[src/rtl/usb3_tx_pkg.sv]
// Shared types and constants for the USB3 transmit scheduler (usb3_tx_sched).
package usb3_tx_pkg;

  typedef enum logic [1:0] {
    IDLE   = 2'd0,
    GNT_LC = 2'd1,
    GNT_HP = 2'd2,
    GNT_DP = 2'd3
  } state_t;

  localparam logic [31:0] IDLE_DATA     = 32'h0000_0000;
  localparam logic [3:0]  IDLE_DATAK    = 4'h0;
  localparam int          MAX_BURST_DEF = 256;
  localparam int          CNT_W         = 9;

endpackage

[src/rtl/usb3_tx_arb.sv]
// Source picker for usb3_tx_sched: lc always first; hp/dp fixed priority, or
// round-robin with a last-served register when USB3_TX_SCHED_RR_EN is defined.
module usb3_tx_arb
  import usb3_tx_pkg::*;
(
  input  logic   clk,
  input  logic   rst_n,
  input  logic   take,
  input  logic   lc_valid,
  input  logic   hp_valid,
  input  logic   dp_valid,
  output state_t pick,
  output logic   pick_valid
);

  logic hp_wins;

`ifdef USB3_TX_SCHED_RR_EN
  // Set when hp was the most recent hp/dp grant, so dp wins the next tie.
  logic hp_last_q;

  always_ff @(posedge clk) begin
    if (!rst_n) begin
      hp_last_q <= 1'b0;
    end else if (take && (pick != GNT_LC)) begin
      hp_last_q <= (pick == GNT_HP);
    end
  end

  assign hp_wins = hp_valid && (!dp_valid || !hp_last_q);
`else
  logic unused_arb;
  assign unused_arb = ^{clk, rst_n, take};
  assign hp_wins    = hp_valid;
`endif

  always_comb begin
    pick_valid = lc_valid | hp_valid | dp_valid;
    pick       = IDLE;
    if (lc_valid) begin
      pick = GNT_LC;
    end else if (hp_wins) begin
      pick = GNT_HP;
    end else if (dp_valid) begin
      pick = GNT_DP;
    end
  end

endmodule

[src/rtl/usb3_tx_sched.sv]
// USB3 transmit scheduler: grants lc/hp/dp bursts onto the scrambler feed.
// Optional round-robin hp/dp arbitration with macro USB3_TX_SCHED_RR_EN.
module usb3_tx_sched
  import usb3_tx_pkg::*;
#(
  parameter int MAX_BURST = MAX_BURST_DEF
) (
  input  logic        local_clk,
  input  logic        reset_n,
  input  logic        enable,
  input  logic        ltssm_skp_inhibit,
  input  logic        lc_valid,
  input  logic [31:0] lc_data,
  input  logic [3:0]  lc_datak,
  input  logic        lc_last,
  output logic        lc_ready,
  input  logic        hp_valid,
  input  logic [31:0] hp_data,
  input  logic [3:0]  hp_datak,
  input  logic        hp_last,
  output logic        hp_ready,
  input  logic        dp_valid,
  input  logic [31:0] dp_data,
  input  logic [3:0]  dp_datak,
  input  logic        dp_last,
  output logic        dp_ready,
  input  logic        raw_stall,
  output logic [31:0] raw_data,
  output logic [3:0]  raw_datak,
  output logic        raw_active,
  output logic        skp_defer,
  output logic        skp_inhibit,
  output logic        err_underrun,
  output logic        err_overrun,
  output logic [1:0]  dbg_state_o
);

  localparam logic [CNT_W-1:0] MAX_CNT = CNT_W'(MAX_BURST);

  state_t             state_q, state_d;
  logic [31:0]        data_q, data_d;
  logic [3:0]         datak_q, datak_d;
  logic               active_q, active_d;
  logic [CNT_W-1:0]   cnt_q, cnt_d, cnt_inc;
  logic               under_q, under_d;
  logic               over_q, over_d;
  logic               defer_q, inhib_q;

  logic               sel_valid, sel_last;
  logic [31:0]        sel_data;
  logic [3:0]         sel_datak;
  logic               grant_ok, arb_take, pick_valid;
  state_t             pick;

  usb3_tx_arb u_arb (
    .clk        (local_clk),
    .rst_n      (reset_n),
    .take       (arb_take),
    .lc_valid   (lc_valid),
    .hp_valid   (hp_valid),
    .dp_valid   (dp_valid),
    .pick       (pick),
    .pick_valid (pick_valid)
  );

  // Valid/ready: a source word transfers on a rising edge where s_valid and
  // s_ready are both high; s_ready never depends on s_valid.
  assign grant_ok = reset_n && enable && !raw_stall;
  assign lc_ready = grant_ok && (state_q == GNT_LC);
  assign hp_ready = grant_ok && (state_q == GNT_HP);
  assign dp_ready = grant_ok && (state_q == GNT_DP);
  assign cnt_inc  = cnt_q + 1'b1;

  always_comb begin
    sel_valid = 1'b0;
    sel_last  = 1'b0;
    sel_data  = IDLE_DATA;
    sel_datak = IDLE_DATAK;
    case (state_q)
      GNT_LC: begin
        sel_valid = lc_valid; sel_last = lc_last; sel_data = lc_data; sel_datak = lc_datak;
      end
      GNT_HP: begin
        sel_valid = hp_valid; sel_last = hp_last; sel_data = hp_data; sel_datak = hp_datak;
      end
      GNT_DP: begin
        sel_valid = dp_valid; sel_last = dp_last; sel_data = dp_data; sel_datak = dp_datak;
      end
      default: ;
    endcase
  end

  always_comb begin
    state_d  = state_q;
    data_d   = data_q;
    datak_d  = datak_q;
    active_d = active_q;
    cnt_d    = cnt_q;
    under_d  = 1'b0;
    over_d   = 1'b0;
    arb_take = 1'b0;
    if (!enable) begin
      // Disabling drops any partial burst silently.
      state_d  = IDLE;
      data_d   = IDLE_DATA;
      datak_d  = IDLE_DATAK;
      active_d = 1'b0;
    end else if (!raw_stall) begin
      if (state_q == IDLE) begin
        data_d   = IDLE_DATA;
        datak_d  = IDLE_DATAK;
        active_d = 1'b0;
        cnt_d    = '0;
        if (pick_valid) begin
          state_d  = pick;
          arb_take = 1'b1;
        end
      end else if (sel_valid) begin
        data_d   = sel_data;
        datak_d  = sel_datak;
        active_d = 1'b1;
        cnt_d    = cnt_inc;
        if (sel_last) begin
          state_d = IDLE;
        end else if (cnt_inc == MAX_CNT) begin
          state_d = IDLE;
          over_d  = 1'b1;
        end
      end else begin
        data_d   = IDLE_DATA;
        datak_d  = IDLE_DATAK;
        active_d = 1'b0;
        under_d  = 1'b1;
      end
    end
  end

  always_ff @(posedge local_clk) begin
    if (!reset_n) begin
      state_q  <= IDLE;
      data_q   <= IDLE_DATA;
      datak_q  <= IDLE_DATAK;
      active_q <= 1'b0;
      cnt_q    <= '0;
      under_q  <= 1'b0;
      over_q   <= 1'b0;
      defer_q  <= 1'b0;
      inhib_q  <= 1'b0;
    end else begin
      state_q  <= state_d;
      data_q   <= data_d;
      datak_q  <= datak_d;
      active_q <= active_d;
      cnt_q    <= cnt_d;
      under_q  <= under_d;
      over_q   <= over_d;
      defer_q  <= (state_d != IDLE);
      inhib_q  <= ltssm_skp_inhibit;
    end
  end

  assign raw_data     = data_q;
  assign raw_datak    = datak_q;
  assign raw_active   = active_q;
  assign skp_defer    = defer_q;
  assign skp_inhibit  = inhib_q;
  assign err_underrun = under_q;
  assign err_overrun  = over_q;
  assign dbg_state_o  = state_q;

endmodule

[config.mk]
export PLATFORM = sky130hd
export DESIGN_NAME = usb3_tx_sched
export DESIGN_NICKNAME = d
export VERILOG_FILES = /design/src/rtl/usb3_tx_pkg.sv /design/src/rtl/usb3_tx_arb.sv /design/src/rtl/usb3_tx_sched.sv
export SDC_FILE = /design/constraint.sdc
export NUM_CORES = 1
export LEC_CHECK = 0
export CAP_MARGIN = 20
export CELL_PAD_IN_SITES_DETAIL_PLACEMENT = 2
export CELL_PAD_IN_SITES_GLOBAL_PLACEMENT = 2
export CORE_AREA = 4 4 122 124
export CTS_BUF_LIST = sky130_fd_sc_hd__clkbuf_4 sky130_fd_sc_hd__clkbuf_8
export DETAILED_ROUTE_END_ITERATION = 10
export DIE_AREA = 0 0 126 128
export PLACE_DENSITY_LB_ADDON = 0.05
export SYNTH_ARGS = -nofsm -noshare
export SYNTH_HDL_FRONTEND = slang
export SYNTH_HIERARCHICAL = 1
export SYNTH_SLANG_ARGS = --single-unit
[constraint.sdc]
create_clock -name local_clk -period 2.6 [get_ports local_clk]
set_input_delay 0.78 -clock local_clk [delete_from_list [all_inputs] [get_ports local_clk]]
set_output_delay 0.78 -clock local_clk [all_outputs]
set_load 0.02 [all_outputs]
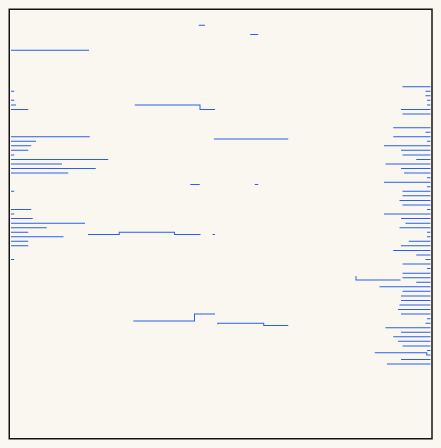
Run 1: met3 routing
longest straight run: 28.8 µm
main direction: horizontal

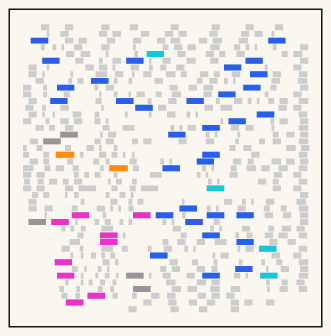
Run 1: register map, names as in the netlist
Other sequential cells in the stronger gray, the rest of the logic in the fainter gray.
[raw_datak] cyan | placed flops: 4
[raw_data] blue | placed flops: 32
[cnt_q] magenta | placed flops: 9 | where: south-west
[dbg_state_o] orange | placed flops: 2
not colored: 5

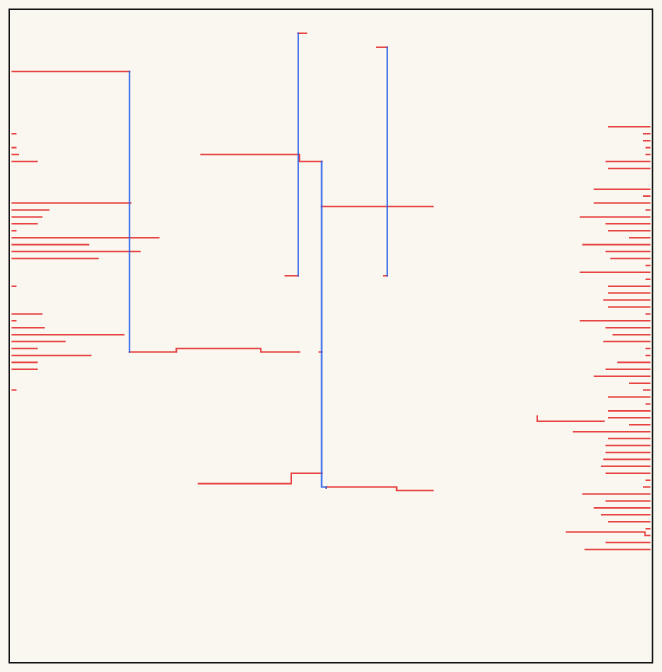
Run 1: routed metal, one color a layer
Only two layers are drawn.
[M4] blue | wire length: 213 µm
[M3] red | wire length: 805 µm

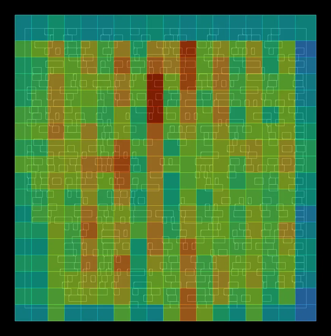
Run 1: track usage over the die
final core occ: 0.345
GRT busiest layer: met2
Tot GR Track Use: 0.139
grt met1 use: 0.160

==> Slide: Implementation Results, run 1 <==
Run Summary

Global routing
  – M3 GR Usage: 0.0483
  – Global-route wire length before repair: 17.7 mm
  – Total grt overflow: 0
  – GR Layer Usage met2: 0.244

Setup path
  – Worst path max stage delay: 0.54 ns
  – Req. time, crit path: 1.82 ns
  – R2R cell count: 5
  – Critical Path Start Type: input port
  – Reg-to-Reg End: cnt_q[7]
  – Critical Path End: lc_ready
  – CP startpoint: reset_n
  – RR Startpoint: dbg_state_o[1]

Yosys
  – Cell Area, Synth: 2700 µm²

Finish
  – Share of cells above drive strength 1: 0.146
  – Final instance area: 4750 µm²
  – Comb_multi_in: 241
  – Non-clock buffers: 182
  – Dominant logic cell types in the final layout: clkdlybuf4s50_1 (160), dfxtp_1 (50), nand2_1 (46)
  – Inverter count: 4
  – Largest class: buffers
  – Logic share of the area: 0.331
  – Registers: 52
  – Most frequent logic cell in the layout: clkdlybuf4s50_1
  – Clock-cell share: 0.0206
  – Signal buffers share of area: 0.378
  – Fillcell total: 1544
  – Fin nets: 606
  – Max FFs per register: 32

Power
  – Sequential power share: 0.475
  – Clock network power share: 0.307
  – Sw Ratio: 0.246
  – LEAKAGE: 1.57 nW
  – Net Switching: 0.418 mW
  – Power per cell area: 358 nW/µm²
  – Combinational share of power: 0.219

Die
  – Row Count: 43
  – Die H: 128 µm
  – Core footprint: 13800 µm²

Timing
  – Worst slew pin tran: 0.771 ns
  – Slack of the critical path: 0.0408 ns
  – Endpoints failing setup: 0
  – TNS Setup: 0 ns
  – Fmax: 391 MHz
  – Clk_skew: 0.00706 ns

Clock tree
  – Root buffer cell: clkbuf_8
  – # resized after CTS: 16
  – TritonCTS clock tree: done

Route
  – Routed vias/inst: 4.61
  – DRC violations left: 0
  – Wl on met1: 4.93 mm
  – Max layer used: met4
  – Remaining antenna violation count: 0
  – Met2 wire len: 5.64 mm
  – Wire length per cell: 17.4 µm
  – Post-Route WL: 11.6 mm

Min path
  – Hold crit path type: reg -> reg
  – Hold path depth: 2
  – Hold path endpoint: raw_data[21]
  – Hold wc startpoint: raw_data[21]

Placement
  – Inst Count DP: 658
  – Final Wtd Congestion: 0.736
  – Post-placement cell area: 4630 µm²

Outcome
  – Outcome: complete, no violations

Job
  – Max Cap Violations: 0
Run 1, pin map:
Pins as bars across the die edge, other pins in gray.
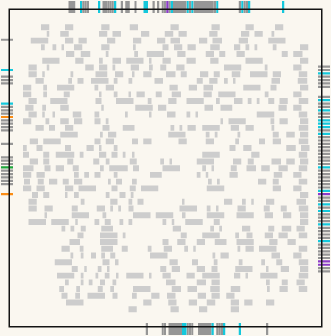

==> run 2, diff against run 1 <==
Settings changed: CORE_AREA 4 4 122 124 to 4 4 95 97, DIE_AREA 0 0 126 128 to 0 0 99 101, DONT_BUFFER_PORTS set to 1.
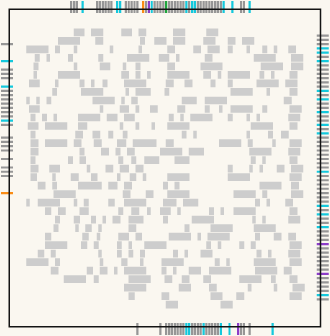
Run 2: pin map
Pins as bars across the die edge, other pins in gray.
[dp_last] green | pins: 1 | direction: input | edge: north
[dbg_state_o] orange | pins: 2 | direction: output | edge: 1 west, 1 north
[hp_datak] purple | pins: 4 | direction: input | edge: 2 east, 1 south, 1 north
[raw_data] cyan | pins: 32 | direction: output | edge: 13 east, 10 north, 6 south, 3 west
all pins by edge: 63 east, 50 north, 28 south, 24 west

==> Slide: Implementation Results, run 2 <==
Run Summary

Min path
  – Hold path depth: 1
  – Hold crit path type: reg -> reg
  – Hold path endpoint: cnt_q[8]
  – Hold wc startpoint: cnt_q[8]

Finish
  – Seq area share: 0.356
  – Max FFs per register: 32
  – Non-clock buffers: 11
  – Largest class: combinational gates
  – Most frequent logic cell in the layout: dfxtp_1
  – Registers: 52
  – Clock-cell share: 0.0333
  – Comb_multi_in: 241
  – Share of cells above drive strength 1: 0.180
  – Final core occ: 0.361
  – Inverter count: 4
  – Dominant logic cell types in the final layout: dfxtp_1 (50), nand2_1 (46), o21ai_0 (43)
  – Final instance area: 2930 µm²
  – Fin nets: 435
  – Fillcell total: 932
  – Signal buffers share of area: 0.0324
  – Logic share of the area: 0.529

Power
  – Seq. pwr: 0.816 mW
  – LEAKAGE: 0.892 nW
  – Sw Ratio: 0.258
  – Power per cell area: 500 nW/µm²
  – Sequential power share: 0.556
  – Net Switching: 0.378 mW
  – Combinational share of power: 0.103
  – Clock network power share: 0.341

Route
  – Met2 wire len: 4.37 mm
  – Wire length per cell: 20.5 µm
  – Routed vias/inst: 5.75
  – DRC violations left: 0
  – Post-Route WL: 8.61 mm
  – Vias: 2422
  – Wl on met1: 3.42 mm
  – Max layer used: met4
  – Remaining antenna violation count: 0

Die
  – Die H: 101 µm
  – Core footprint: 8130 µm²
  – Row Count: 33

Clock tree
  – Reg clk slew, reported paths: 0.10 ns
  – # resized after CTS: 0
  – Cts bufs inserted: 5
  – TritonCTS clock tree: done
  – Root buffer cell: clkbuf_8
  – Worst-skew pair later-pin latency: 0.31 ns

Timing
  – TNS Setup: 0 ns
  – Fmax: 434 MHz
  – Slack of the critical path: 0.294 ns
  – Clk_skew: 0.00731 ns
  – Worst slew pin tran: 0.480 ns
  – Slew headroom: 0.680
  – Max-slew violations: 0
  – Endpoints failing setup: 0

Placement
  – Inst Count DP: 413
  – Final Wtd Congestion: 0.726
  – Post-placement cell area: 2840 µm²

Setup path
  – R2R cell count: 4
  – R2r setup slk: 0.53 ns
  – WP depth: 3
  – CP Max Fanout: 20
  – Top delay family on crit path: flip-flops
  – Critical Path End: dp_ready
  – Worst path max stage delay: 0.64 ns
  – Critical path type: reg -> out
  – Req. time, crit path: 1.82 ns
  – Reg-to-Reg End: cnt_q[4]
  – Critical Path Start Type: flip-flop
  – RR Startpoint: dbg_state_o[1]
  – CP startpoint: dbg_state_o[1]

Job
  – Max Cap Violations: 0

Global routing
  – Global-route wire length before repair: 13.3 mm
  – M3 GR Usage: 0.0422
  – Vias in the first global route: 2537
  – Antenna violations before repair: 0
  – Grt met1 use: 0.197
  – Total grt overflow: 0
  – Tot GR Track Use: 0.166
  – GRT busiest layer: met2
  – GR Layer Usage met2: 0.294

Yosys
  – Ys Warns: 6
  – Cell Area, Synth: 2700 µm²

Outcome
  – Outcome: complete, no violations
Power figures rest on the tool's default switching activity, not on a simulated workload.
